**src/rtl/snoopy_bus_arbiter_if.sv**
```systemverilog
// ============================================================================
// snoopy_bus_arbiter_if : request/grant, snoop broadcast and reply signals
// Rev 1.0 - initial release
// ============================================================================
`default_nettype none

interface snoopy_bus_arbiter_if #(
   parameter int MAX_NUM_PROCS = 2,
   parameter int KEY_WIDTH     = 32
) ();
   logic [MAX_NUM_PROCS-1:0]           bus_request;
   logic [MAX_NUM_PROCS-1:0]           bus_release;
   logic [MAX_NUM_PROCS-1:0]           bus_grant;
   logic [MAX_NUM_PROCS-1:0]           snoop_check_req;
   logic [MAX_NUM_PROCS*KEY_WIDTH-1:0] proc_key;
   logic                               snoop_check;
   logic [KEY_WIDTH-1:0]               snoop_bus;
   logic [MAX_NUM_PROCS-1:0]           conflict_from_snooper;
   logic [MAX_NUM_PROCS-1:0]           snoop_done;
   logic [MAX_NUM_PROCS-1:0]           conflict_to_proc;

   // Arbiter side
   modport master (
      input  bus_request, bus_release, snoop_check_req, proc_key, conflict_from_snooper,
      output bus_grant, snoop_check, snoop_bus, snoop_done, conflict_to_proc
   );

   // Processor / snooper side
   modport slave (
      output bus_request, bus_release, snoop_check_req, proc_key, conflict_from_snooper,
      input  bus_grant, snoop_check, snoop_bus, snoop_done, conflict_to_proc
   );
endinterface

`default_nettype wire

```
**src/rtl/snoopy_bus_arbiter.sv**
```systemverilog
// ============================================================================
// snoopy_bus_arbiter : round-robin bus owner selection, key broadcast and
//                      collection of snooper conflict replies
// Rev 1.0 - initial release
// ============================================================================
`default_nettype none

module snoopy_bus_arbiter #(
   parameter int MAX_NUM_PROCS = 2,
   parameter int KEY_WIDTH     = 32,
   parameter int SNOOP_LAT     = 2
) (
   input  logic                 clk,
   input  logic                 reset,
   snoopy_bus_arbiter_if.master bus
);
   localparam int IDX_W = (MAX_NUM_PROCS > 1) ? $clog2(MAX_NUM_PROCS) : 1;
   localparam int CNT_W = 3;

   typedef enum logic [1:0] {
      IDLE  = 2'd0,
      OWNED = 2'd1,
      SNOOP = 2'd2,
      REPLY = 2'd3
   } state_t;

   state_t                   r_state, w_state;
   logic [IDX_W-1:0]         r_owner, w_owner;
   logic [IDX_W-1:0]         r_rr_ptr, w_rr_ptr;
   logic [CNT_W-1:0]         r_cnt, w_cnt;
   logic                     r_acc, w_acc;
   logic [MAX_NUM_PROCS-1:0] r_grant, w_grant;
   logic                     r_snoop_check, w_snoop_check;
   logic [KEY_WIDTH-1:0]     r_snoop_bus, w_snoop_bus;
   logic [MAX_NUM_PROCS-1:0] r_done, w_done;
   logic [MAX_NUM_PROCS-1:0] r_conf, w_conf;

   logic                     w_found_lo, w_found_hi;
   logic [IDX_W-1:0]         w_win_lo, w_win_hi, w_winner;
   logic [MAX_NUM_PROCS-1:0] w_owner_1h;
   logic [IDX_W-1:0]         w_next_ptr;
   logic                     w_rel, w_sreq, w_hit, w_acc_s;

   // Round-robin pick: first requester at/after the pointer, else lowest index
   always_comb begin
      w_found_lo = 1'b0;
      w_found_hi = 1'b0;
      w_win_lo   = '0;
      w_win_hi   = '0;
      for (int i = 0; i < MAX_NUM_PROCS; i++) begin
         if (bus.bus_request[i] && !w_found_lo) begin
            w_found_lo = 1'b1;
            w_win_lo   = IDX_W'(i);
         end
         if (bus.bus_request[i] && (IDX_W'(i) >= r_rr_ptr) && !w_found_hi) begin
            w_found_hi = 1'b1;
            w_win_hi   = IDX_W'(i);
         end
      end
      w_winner = w_found_hi ? w_win_hi : w_win_lo;
   end

   assign w_owner_1h = {{(MAX_NUM_PROCS-1){1'b0}}, 1'b1} << r_owner;
   assign w_next_ptr = (r_owner == IDX_W'(MAX_NUM_PROCS-1)) ? '0 : r_owner + 1'b1;
   assign w_rel      = bus.bus_release[r_owner];
   assign w_sreq     = bus.snoop_check_req[r_owner];
   assign w_hit      = |(bus.conflict_from_snooper & ~w_owner_1h);
   // The snoop_check cycle itself (count 0) is outside the response window
   assign w_acc_s    = r_acc | ((r_cnt != '0) && w_hit);

   always_comb begin
      w_state       = r_state;
      w_owner       = r_owner;
      w_rr_ptr      = r_rr_ptr;
      w_cnt         = r_cnt;
      w_acc         = r_acc;
      w_grant       = r_grant;
      w_snoop_check = 1'b0;
      w_snoop_bus   = r_snoop_bus;
      w_done        = '0;
      w_conf        = '0;
      case (r_state)
         IDLE: begin
            if (w_found_lo) begin
               w_owner = w_winner;
               w_grant = {{(MAX_NUM_PROCS-1){1'b0}}, 1'b1} << w_winner;
               w_state = OWNED;
            end
         end
         OWNED: begin
            if (w_rel) begin
               w_grant  = '0;
               w_rr_ptr = w_next_ptr;
               w_state  = IDLE;
            end else if (w_sreq) begin
               w_snoop_bus   = bus.proc_key[int'(r_owner)*KEY_WIDTH +: KEY_WIDTH];
               w_snoop_check = 1'b1;
               w_cnt         = '0;
               w_acc         = 1'b0;
               w_state       = SNOOP;
            end
         end
         SNOOP: begin
            if (w_rel) begin
               w_grant  = '0;
               w_rr_ptr = w_next_ptr;
               w_acc    = 1'b0;
               w_state  = IDLE;
            end else if (r_cnt == CNT_W'(SNOOP_LAT)) begin
               w_done  = w_owner_1h;
               w_conf  = w_acc_s ? w_owner_1h : '0;
               w_acc   = 1'b0;
               w_state = REPLY;
            end else begin
               w_acc = w_acc_s;
               w_cnt = r_cnt + 1'b1;
            end
         end
         REPLY: begin
            if (w_rel) begin
               w_grant  = '0;
               w_rr_ptr = w_next_ptr;
               w_state  = IDLE;
            end else begin
               w_state = OWNED;
            end
         end
         default: w_state = IDLE;
      endcase
   end

   always_ff @(posedge clk) begin
      if (!reset) begin
         r_state       <= IDLE;
         r_owner       <= '0;
         r_rr_ptr      <= '0;
         r_cnt         <= '0;
         r_acc         <= 1'b0;
         r_grant       <= '0;
         r_snoop_check <= 1'b0;
         r_snoop_bus   <= '0;
         r_done        <= '0;
         r_conf        <= '0;
      end else begin
         r_state       <= w_state;
         r_owner       <= w_owner;
         r_rr_ptr      <= w_rr_ptr;
         r_cnt         <= w_cnt;
         r_acc         <= w_acc;
         r_grant       <= w_grant;
         r_snoop_check <= w_snoop_check;
         r_snoop_bus   <= w_snoop_bus;
         r_done        <= w_done;
         r_conf        <= w_conf;
      end
   end

   assign bus.bus_grant        = r_grant;
   assign bus.snoop_check      = r_snoop_check;
   assign bus.snoop_bus        = r_snoop_bus;
   assign bus.snoop_done       = r_done;
   assign bus.conflict_to_proc = r_conf;
endmodule

`default_nettype wire

```
**src/flat_wrapper.sv**
```systemverilog
// flat-port wrapper written by rule: the top's interface ports become plain ports
module snoopy_bus_arbiter_flat 
#(
   parameter int MAX_NUM_PROCS = 2,
   parameter int KEY_WIDTH     = 32,
   parameter int SNOOP_LAT     = 2
)
  (clk, reset, bus_bus_request, bus_bus_release, bus_snoop_check_req, bus_proc_key, bus_conflict_from_snooper, bus_bus_grant, bus_snoop_check, bus_snoop_bus, bus_snoop_done, bus_conflict_to_proc);
  snoopy_bus_arbiter_if #(.MAX_NUM_PROCS(MAX_NUM_PROCS), .KEY_WIDTH(KEY_WIDTH)) bus_i ();
  input  logic clk;
  input  logic reset;
  input wire logic [$bits(bus_i.bus_request)-1:0] bus_bus_request;
  input wire logic [$bits(bus_i.bus_release)-1:0] bus_bus_release;
  input wire logic [$bits(bus_i.snoop_check_req)-1:0] bus_snoop_check_req;
  input wire logic [$bits(bus_i.proc_key)-1:0] bus_proc_key;
  input wire logic [$bits(bus_i.conflict_from_snooper)-1:0] bus_conflict_from_snooper;
  output wire logic [$bits(bus_i.bus_grant)-1:0] bus_bus_grant;
  output wire logic [$bits(bus_i.snoop_check)-1:0] bus_snoop_check;
  output wire logic [$bits(bus_i.snoop_bus)-1:0] bus_snoop_bus;
  output wire logic [$bits(bus_i.snoop_done)-1:0] bus_snoop_done;
  output wire logic [$bits(bus_i.conflict_to_proc)-1:0] bus_conflict_to_proc;
  assign bus_i.bus_request = bus_bus_request;
  assign bus_i.bus_release = bus_bus_release;
  assign bus_i.snoop_check_req = bus_snoop_check_req;
  assign bus_i.proc_key = bus_proc_key;
  assign bus_i.conflict_from_snooper = bus_conflict_from_snooper;
  assign bus_bus_grant = bus_i.bus_grant;
  assign bus_snoop_check = bus_i.snoop_check;
  assign bus_snoop_bus = bus_i.snoop_bus;
  assign bus_snoop_done = bus_i.snoop_done;
  assign bus_conflict_to_proc = bus_i.conflict_to_proc;
  snoopy_bus_arbiter #(.MAX_NUM_PROCS(MAX_NUM_PROCS), .KEY_WIDTH(KEY_WIDTH), .SNOOP_LAT(SNOOP_LAT)) u_core (.clk(clk), .reset(reset), .bus(bus_i));
endmodule
```
**config.mk**
```make
export PLATFORM = sky130hd
export DESIGN_NAME = snoopy_bus_arbiter_flat
export DESIGN_NICKNAME = d
export VERILOG_FILES = /design/src/rtl/snoopy_bus_arbiter_if.sv /design/src/rtl/snoopy_bus_arbiter.sv /design/src/flat_wrapper.sv
export SDC_FILE = /design/constraint.sdc
export NUM_CORES = 1
export LEC_CHECK = 0
export CORE_MARGIN = 2
export CORE_UTILIZATION = 30
export DETAILED_ROUTE_END_ITERATION = 10
export PLACE_DENSITY = 0.68
export SYNTH_ARGS = -nofsm -noshare
export SYNTH_HDL_FRONTEND = slang
export SYNTH_SLANG_ARGS = --single-unit
```
**constraint.sdc**
```tcl
create_clock -name clk -period 1.77 [get_ports clk]
set_input_delay 0.177 -clock clk [delete_from_list [all_inputs] [get_ports clk]]
set_output_delay 0.177 -clock clk [all_outputs]
set_load 0.01 [all_outputs]
```
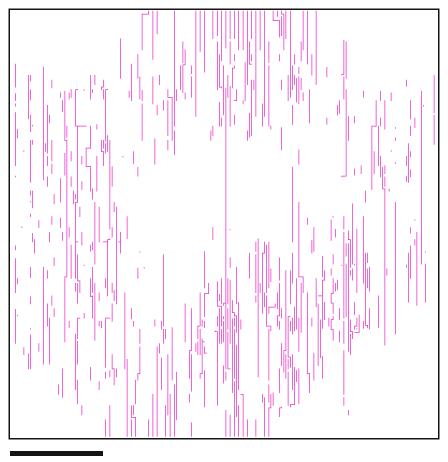
(images/m2.png)
Bar = 20 um.
main direction	vertical
wire length on this layer	2760 um
nets with wire on the layer	354
longest straight run	60.2 um
vias post-DR: 2101
met2 Resource Use GR: 23.4%
Post-Route WL: 5.76 mm

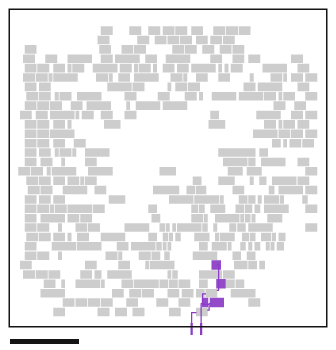
(images/port_trees.png)
Bar = 20 um.
color	port	bits	direction	edge	end cells	buffers	wire
purple	bus_snoop_check_req	2	input	bottom	4	2	29.7 um
Port-buffer cells: 112
# IOs: 113

==> flow_summary.toml <==
# physical design summary
[outcome]
outcome = "finished clean"

[synth]
syn-num-nets = 316
synth-area-yosys_sq_um = 2310
synthTopCellsByArea = "dfxtp_1, mux2i_1, o211a_1"
ys_sh_aoi_pct = 21.5
synth_area_sq_um = 2310
ys_ff = 47
ys_cells = 236
simple_gate_area_share_pct = 13.2
synthCells = 236
mux_share_pct = 15.7
synth.most_common_cell = "dfxtp_1"
flop_cell = "dfxtp_1"
yosys.area.top_type_share_pct = 40.8
netlist_logic_family_top = "AND-OR/OR-AND gates"

[final_layout]
syn_to_final_growth_pct = 59.5
seq_area_sq_um = 942
clkCellAreaFrac_pct = 2.89
combGateArea_sq_um = 1240
largest_reg_flops = 32
mostFrequentLayoutCell = "clkdlybuf4s50_1"
n_clock_buffer = 5
nMultiInputCombCells = 164
buf_share_pct = 33.5
buffers = 124
dominant_cells = "multi-input combinational cells"
combAreaFraction_pct = 33.8
nets = 430

[worst_hold_path]
hold_depth = 3
holdPathEnd = "u_core.bus.snoop_done[0]"

[die]
die_x_um = 91.7
die_h_um = 91.7

[power_and_ir_drop]
power_frac_clock_pct = 29.0
ir_drop_uv = 291
swShare_pct = 25.7
p_leak_nw = 1.67
cellPowerDensity_nw_per_um2 = 722
p_sw_mw = 0.684
seq_power_mw = 1.18
clock_power_mw = 0.770
powerComb_mw = 0.709
power.total_mw = 2.66
top_power_group = "registers"
seqPwrFrac_pct = 44.3

[timing]
whs_ns = 0.228
setup-tns-final_ns = 0
fin_skew_ns = 0.00947
fmax_mhz = 606
setup_viol = 0
layout_setup_ws_ns = 0.119
worstMarginPinSlew_ns = 0.395
max_slew_margin_pct = 73.6
finalHoldViolCount = 0
rsz0062_at_grt = "false"
min_period_ns = 1.65

[worst_setup_path]
r2r_start = "u_core.r_owner"
reg2reg_to = "u_core.bus.bus_grant[1]"
crit_required_ns = 2.00
endpoint = "u_core.bus.bus_grant[1]"
worst-path-max-fanout = 38
worstPathCellList = "buf_12 > mux2_2 > nor2_1 > o21ai_0 > a21boi_0"
critPathMaxStageDelay_ns = 0.43
crit_start = "u_core.r_owner"
cp_num_buf_inv = 1
slowest_stage = "dfxtp_2"
rrSetupSlack_ns = 0.12
cp.arrival_ns = 1.88
cp.depth = 5

[global_routing]
antenna_found_initial = 0
grt_pass1_wl_mm = 9.26
top_usage_layer = "met2"
grt_max_degree = 56
use_met3_pct = 5.59

[routing]
ant_nets = 0
met1_length_mm = 2.37
drtIter0Drc = 60
viasPerCell = 4.68
top_layer = "met4"
drtPass1Iterations = 4

[cts]
cts-buffers-inserted = 5
clock_latency_ns = 0.29
clk_path_buf_depth = 2
root_buffer = "clkbuf_8"
cts_setup_buffers = 0
cts_resized = 0
cts.sink_count = 47
path_clk_slew_ns = 0.09

[placement]
place_inst = 442
placed_area_sq_um = 3570
dp_slack_ns = -0.110
dp_hpwl_mm = 4.40

[flow_run]
max_cap_violations = 0
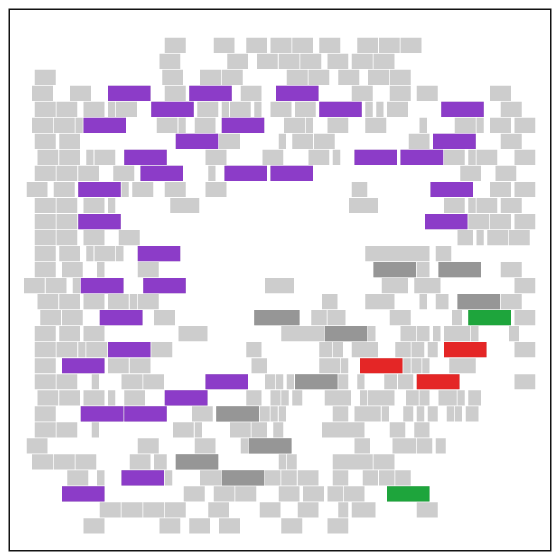
(images/ff_map.png)
color	netlist name	sequential cells
purple	u_core.bus.snoop_bus	32
red	u_core.r_cnt	3
green	u_core.bus.snoop_done	2

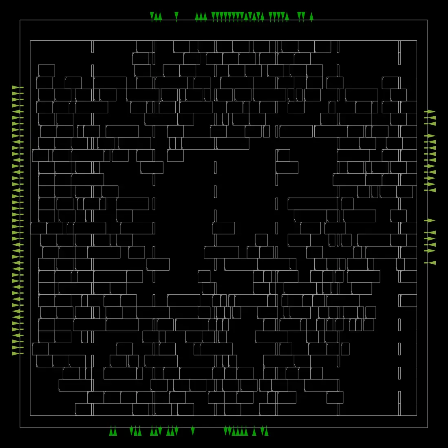
(images/placed.png)
FILL cells: 676
flop count: 47
row cnt: 31
final core utilization: 50.2%
Core Box Area: 7330 sq um

